--- config.mk ---
export PLATFORM = sky130hd
export DESIGN_NAME = dmem_arbiter
export DESIGN_NICKNAME = d
export VERILOG_FILES = /design/src/rtl/dmem_arbiter_pkg.sv /design/src/rtl/dmem_arbiter_pick.sv /design/src/rtl/dmem_arbiter.sv
export SDC_FILE = /design/constraint.sdc
export NUM_CORES = 1
export LEC_CHECK = 0
export CAP_MARGIN = 5
export CORE_MARGIN = 2
export CORE_UTILIZATION = 45
export DETAILED_ROUTE_END_ITERATION = 12
export PLACE_DENSITY = 0.84
export SLEW_MARGIN = 20
export SYNTH_ARGS = -nofsm -noshare
export SYNTH_HDL_FRONTEND = slang
export SYNTH_SLANG_ARGS = --single-unit
--- constraint.sdc ---
create_clock -name clk -period 3 [get_ports clk]
set_clock_uncertainty 0.15 [all_clocks]
set_input_delay 0.45 -clock clk [delete_from_list [all_inputs] [get_ports clk]]
set_output_delay 0.45 -clock clk [all_outputs]
set_load 0.01 [all_outputs]
--- src/rtl/dmem_arbiter_pkg.sv ---
// Shared types and access-check constants for the two-port data-memory arbiter.
package dmem_arbiter_pkg;

    typedef enum logic [1:0] {
        IDLE   = 2'd0,
        ACCESS = 2'd1,
        RESP   = 2'd2
    } state_t;

    typedef enum logic {
        PORT_A = 1'b0,
        PORT_B = 1'b1
    } port_t;

    localparam logic [1:0]  WORD_ALIGN_MASK = 2'b11;
    localparam logic [32:0] WORD_SIZE       = 33'd4;
    localparam logic [32:0] BYTE_SIZE       = 33'd1;

    // 33-bit end address so an access near 4 GiB cannot wrap past the bound
    function automatic logic access_ok(
        input logic [31:0] addr,
        input logic        byte_acc,
        input logic [32:0] mem_bytes
    );
        logic [32:0] w_end;
        logic        w_misaligned;
        w_end        = {1'b0, addr} + (byte_acc ? BYTE_SIZE : WORD_SIZE);
        w_misaligned = !byte_acc && ((addr[1:0] & WORD_ALIGN_MASK) != 2'b00);
        return !w_misaligned && (w_end <= mem_bytes);
    endfunction

endpackage

--- src/rtl/dmem_arbiter_pick.sv ---
// Winner selection for the data-memory arbiter; round-robin when DMEM_ARB_RR_EN
// is defined, otherwise port A always wins a tie.
module dmem_arb_pick
    import dmem_arbiter_pkg::*;
(
    input  logic  reqA,
    input  logic  reqB,
`ifdef DMEM_ARB_RR_EN
    input  port_t lastGrant,
`endif
    output port_t winner
);

    always_comb begin
        winner = PORT_A;
        if (reqA && reqB) begin
`ifdef DMEM_ARB_RR_EN
            winner = (lastGrant == PORT_A) ? PORT_B : PORT_A;
`else
            winner = PORT_A;
`endif
        end else if (reqB) begin
            winner = PORT_B;
        end
    end

endmodule

--- src/rtl/dmem_arbiter.sv ---
// Two-port (core A, DMA B) data-memory arbiter with fixed-latency accesses.
// Define DMEM_ARB_RR_EN for round-robin arbitration; default is fixed A priority.
module dmem_arbiter
    import dmem_arbiter_pkg::*;
#(
    parameter int MEM_BYTES  = 8192,
    parameter int ACC_CYCLES = 1
) (
    input  logic        clk,
    input  logic        rst_n,
    input  logic        reqA,
    input  logic        reqB,
    input  logic        weA,
    input  logic        weB,
    input  logic        sbA,
    input  logic        sbB,
    input  logic [31:0] addrA,
    input  logic [31:0] addrB,
    input  logic [31:0] wdataA,
    input  logic [31:0] wdataB,
    output logic        gntA,
    output logic        gntB,
    output logic        doneA,
    output logic        doneB,
    output logic        errA,
    output logic        errB,
    output logic [31:0] rdataA,
    output logic [31:0] rdataB,
    output logic [31:0] dataAddress,
    output logic [31:0] writeData,
    output logic        memWrite,
    output logic        sb,
    input  logic [31:0] data
);

    state_t      r_state;
    logic [3:0]  r_cnt;
    port_t       r_sel;
    logic        r_we;
    logic        r_sb;
    logic [31:0] r_addr;
    logic [31:0] r_wdata;
    logic        r_rej;
    logic        r_gntA, r_gntB;
    logic        r_doneA, r_doneB;
    logic        r_errA, r_errB;
    logic [31:0] r_rdataA, r_rdataB;
    logic        r_memWrite;
`ifdef DMEM_ARB_RR_EN
    port_t       r_lastGrant;
`endif

    port_t       w_win;
    logic        w_we;
    logic        w_sb;
    logic [31:0] w_addr;
    logic [31:0] w_wdata;
    logic        w_ok;

    dmem_arb_pick u_pick (
        .reqA      (reqA),
        .reqB      (reqB),
`ifdef DMEM_ARB_RR_EN
        .lastGrant (r_lastGrant),
`endif
        .winner    (w_win)
    );

    always_comb begin
        w_we    = weA;
        w_sb    = sbA;
        w_addr  = addrA;
        w_wdata = wdataA;
        if (w_win == PORT_B) begin
            w_we    = weB;
            w_sb    = sbB;
            w_addr  = addrB;
            w_wdata = wdataB;
        end
        w_ok = access_ok(w_addr, w_sb, 33'(MEM_BYTES));
    end

    // Outputs are registered, so each pulse appears one cycle after the state
    // that produces it: gnt after IDLE, memWrite after the last ACCESS, done after RESP.
    always_ff @(posedge clk or negedge rst_n) begin
        if (!rst_n) begin
            r_state    <= IDLE;
            r_cnt      <= '0;
            r_sel      <= PORT_A;
            r_we       <= 1'b0;
            r_sb       <= 1'b0;
            r_addr     <= '0;
            r_wdata    <= '0;
            r_rej      <= 1'b0;
            r_gntA     <= 1'b0;
            r_gntB     <= 1'b0;
            r_doneA    <= 1'b0;
            r_doneB    <= 1'b0;
            r_errA     <= 1'b0;
            r_errB     <= 1'b0;
            r_rdataA   <= '0;
            r_rdataB   <= '0;
            r_memWrite <= 1'b0;
`ifdef DMEM_ARB_RR_EN
            r_lastGrant <= PORT_B;
`endif
        end else begin
            r_gntA     <= 1'b0;
            r_gntB     <= 1'b0;
            r_doneA    <= 1'b0;
            r_doneB    <= 1'b0;
            r_errA     <= 1'b0;
            r_errB     <= 1'b0;
            r_memWrite <= 1'b0;
            case (r_state)
                IDLE: begin
                    if (reqA || reqB) begin
                        r_state <= ACCESS;
                        r_cnt   <= 4'(ACC_CYCLES);
                        r_sel   <= w_win;
                        r_we    <= w_we;
                        r_sb    <= w_sb;
                        r_addr  <= w_addr;
                        r_wdata <= w_wdata;
                        r_rej   <= !w_ok;
                        if (w_win == PORT_A) r_gntA <= 1'b1;
                        else                 r_gntB <= 1'b1;
`ifdef DMEM_ARB_RR_EN
                        r_lastGrant <= w_win;
`endif
                    end
                end
                ACCESS: begin
                    if (r_cnt <= 4'd1) begin
                        r_state <= RESP;
                        r_cnt   <= '0;
                        if (r_rej) begin
                            if (r_sel == PORT_A) r_rdataA <= '0;
                            else                 r_rdataB <= '0;
                        end else if (r_we) begin
                            r_memWrite <= 1'b1;
                        end else begin
                            if (r_sel == PORT_A) r_rdataA <= data;
                            else                 r_rdataB <= data;
                        end
                    end else begin
                        r_cnt <= r_cnt - 4'd1;
                    end
                end
                RESP: begin
                    r_state <= IDLE;
                    if (r_sel == PORT_A) begin
                        r_doneA <= 1'b1;
                        r_errA  <= r_rej;
                    end else begin
                        r_doneB <= 1'b1;
                        r_errB  <= r_rej;
                    end
                end
                default: r_state <= IDLE;
            endcase
        end
    end

    assign gntA        = r_gntA;
    assign gntB        = r_gntB;
    assign doneA       = r_doneA;
    assign doneB       = r_doneB;
    assign errA        = r_errA;
    assign errB        = r_errB;
    assign rdataA      = r_rdataA;
    assign rdataB      = r_rdataB;
    assign dataAddress = r_addr;
    assign writeData   = r_wdata;
    assign memWrite    = r_memWrite;
    assign sb          = r_sb;

endmodule

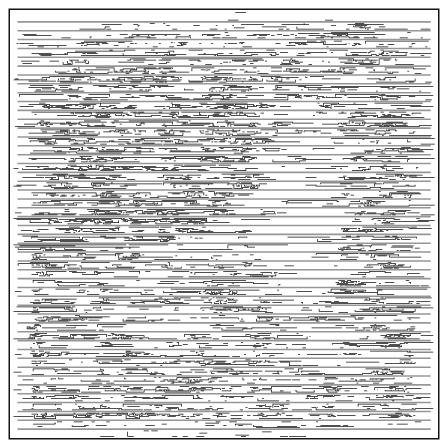
Figure 1: the metal 1 layer.
Supply wires on this layer in gray.
- share of all routed wire: 40%
- longest straight run: 38.2 µm

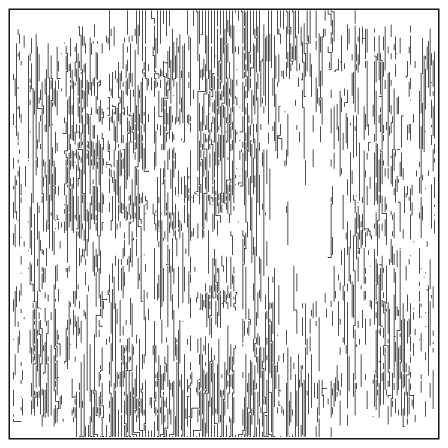
Figure 2: the metal 2 layer.
- longest straight run: 57.5 µm
- main direction: vertical
- wire length on this layer: 12200 µm
- share of all routed wire: 50%

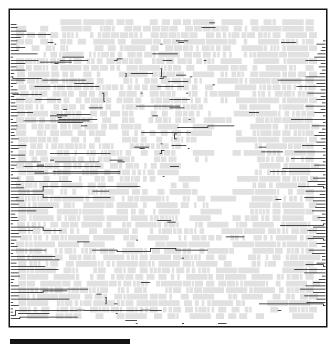
Figure 3: M3 wires.
Bar = 50 µm. Cells faint in the background.
- share of all routed wire: 7.5%
- wire length on this layer: 1830 µm

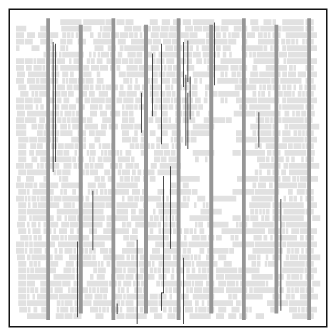
Figure 4: met4 routing.
Supply wires on this layer in gray. Cells faint in the background.
- share of all routed wire: 2.4%
- nets with wire on the layer: 17
- longest straight run: 53.7 µm
- wire length on this layer: 591 µm
vias: 7580
drt total wl: 24.4 mm

==> impl_metrics.tcl <==
# place-and-route summary
set metrics [dict create \
    chip_area_um2 17300 \
    finalNonFillerCells 1415 \
    seq_cells 145 \
    post-route-cell-area_um2 11800 \
    r2r_start "r_cnt[0]" \
    period_minus_slack_ns 2.90 \
    ys.flop_type "dfrtp_1" \
    switching_share_pct 34.3 \
    hold_depth 3 \
    most-common-layout-cells "296 x clkdlybuf4s50_1, 145 x dfrtp_1, 142 x nand2_1" \
    grt.overflow.total 0 \
    power.density_nw_per_um2 761 \
    cts_tree "done" \
    slowest_delay_ns 0.52 \
    comb_cells 613 \
    syn_inst 818 \
    synth_seq_share_pct 49.6 \
    sh_comb_area_pct 29.2 \
    first_pass_iters 5 \
    synth.comb.largest_family "simple AND/OR/NAND/NOR gates" \
    antenna_found_initial 0 \
    clk_pin_slew_worst_paths_ns 0.06 \
    cp-start-kind "input port" \
    worst_path_most_repeated_cell "nand2_1" \
    path_class "in2reg" \
    top_power_group "combinational logic" \
    switching_power_mw 3.08 \
    final_layout_size_suffix_gt1_share_pct 13.7 \
    ys_async_sr_fraction_pct 100 \
    largestClassByArea "buffers" \
    clk_share_pct 5.10 \
    clkSinkCount 145 \
    ys_area_um2 7310 \
    worst_skew_pair.late_latency_ns 0.42 \
    holdPathEnd "gntB" \
    cp.depth 12 \
    tightest_slew_ns 0.571 \
    min_from "reqA" \
    n_all_buffers 401 \
    wire_per_inst_um 17.3 \
    yosys_cells 818 \
    fp-utilization_pct 46.0 \
    grt_max_degree 71 \
    power.share.sequential_pct 33.7 \
    die_x_um 131 \
    r2r_cells 7 \
    hpwlAfterDp_mm 18.3 \
    power_mw 8.98 \
    synthSimpleGateAreaFrac_pct 21.7 \
    pwr-share-comb_pct 41.8 \
    fin_util_pct 74.3 \
    ff_latch_area_um2 3630 \
    yosysMostFrequentCell "dfrtp_1" \
    crit_path_end_kind "flip-flop" \
    adder_share_pct 0.513 \
    topCellsByArea "dfrtp_1 50%, o21ai_0 7.5%, nand2_1 7.3%" \
    maxCapViolCount 0 \
    cp_num_buf_inv 2 \
    required_ns 3.15 \
    status "complete, no violations" \
    grt_util_all_layers_pct 28.3 \
    hold_ws_ns 0.294 \
    rows 46 \
    edf_count 0 \
    syn_avg_cell_area_um2 8.94 \
]
## cells by family after synthesis
family / Yosys count
simple gates: 335
xor+xnor: 9
buf+inv: 60
fa+ha+maj: 3
mux: 41
compound gates: 225
flops: 145
## registers in the layout, indices dropped and copies added (netlist names)
register,flops
dataAddress,32
rdataA,32
rdataB,32
writeData,32
r_cnt,4
r_state,2
doneA,1
doneB,1
errA,1
errB,1
gntA,1
gntB,1
memWrite,1
r_rej,1
r_sel,1
r_we,1
sb,1
## routing by layer
layer | vias up | share of wire (%) | global-route usage [%]
met1 | 3606 | 40 | 34.5
met5 | - | 0 | 0
met3 | 41 | 7.5 | 7.52
met2 | 330 | 50 | 48.3
met4 | 0 | 2.4 | 10.1
li1 | 3603 | - | -
Power is estimated from default activity; no workload was simulated.
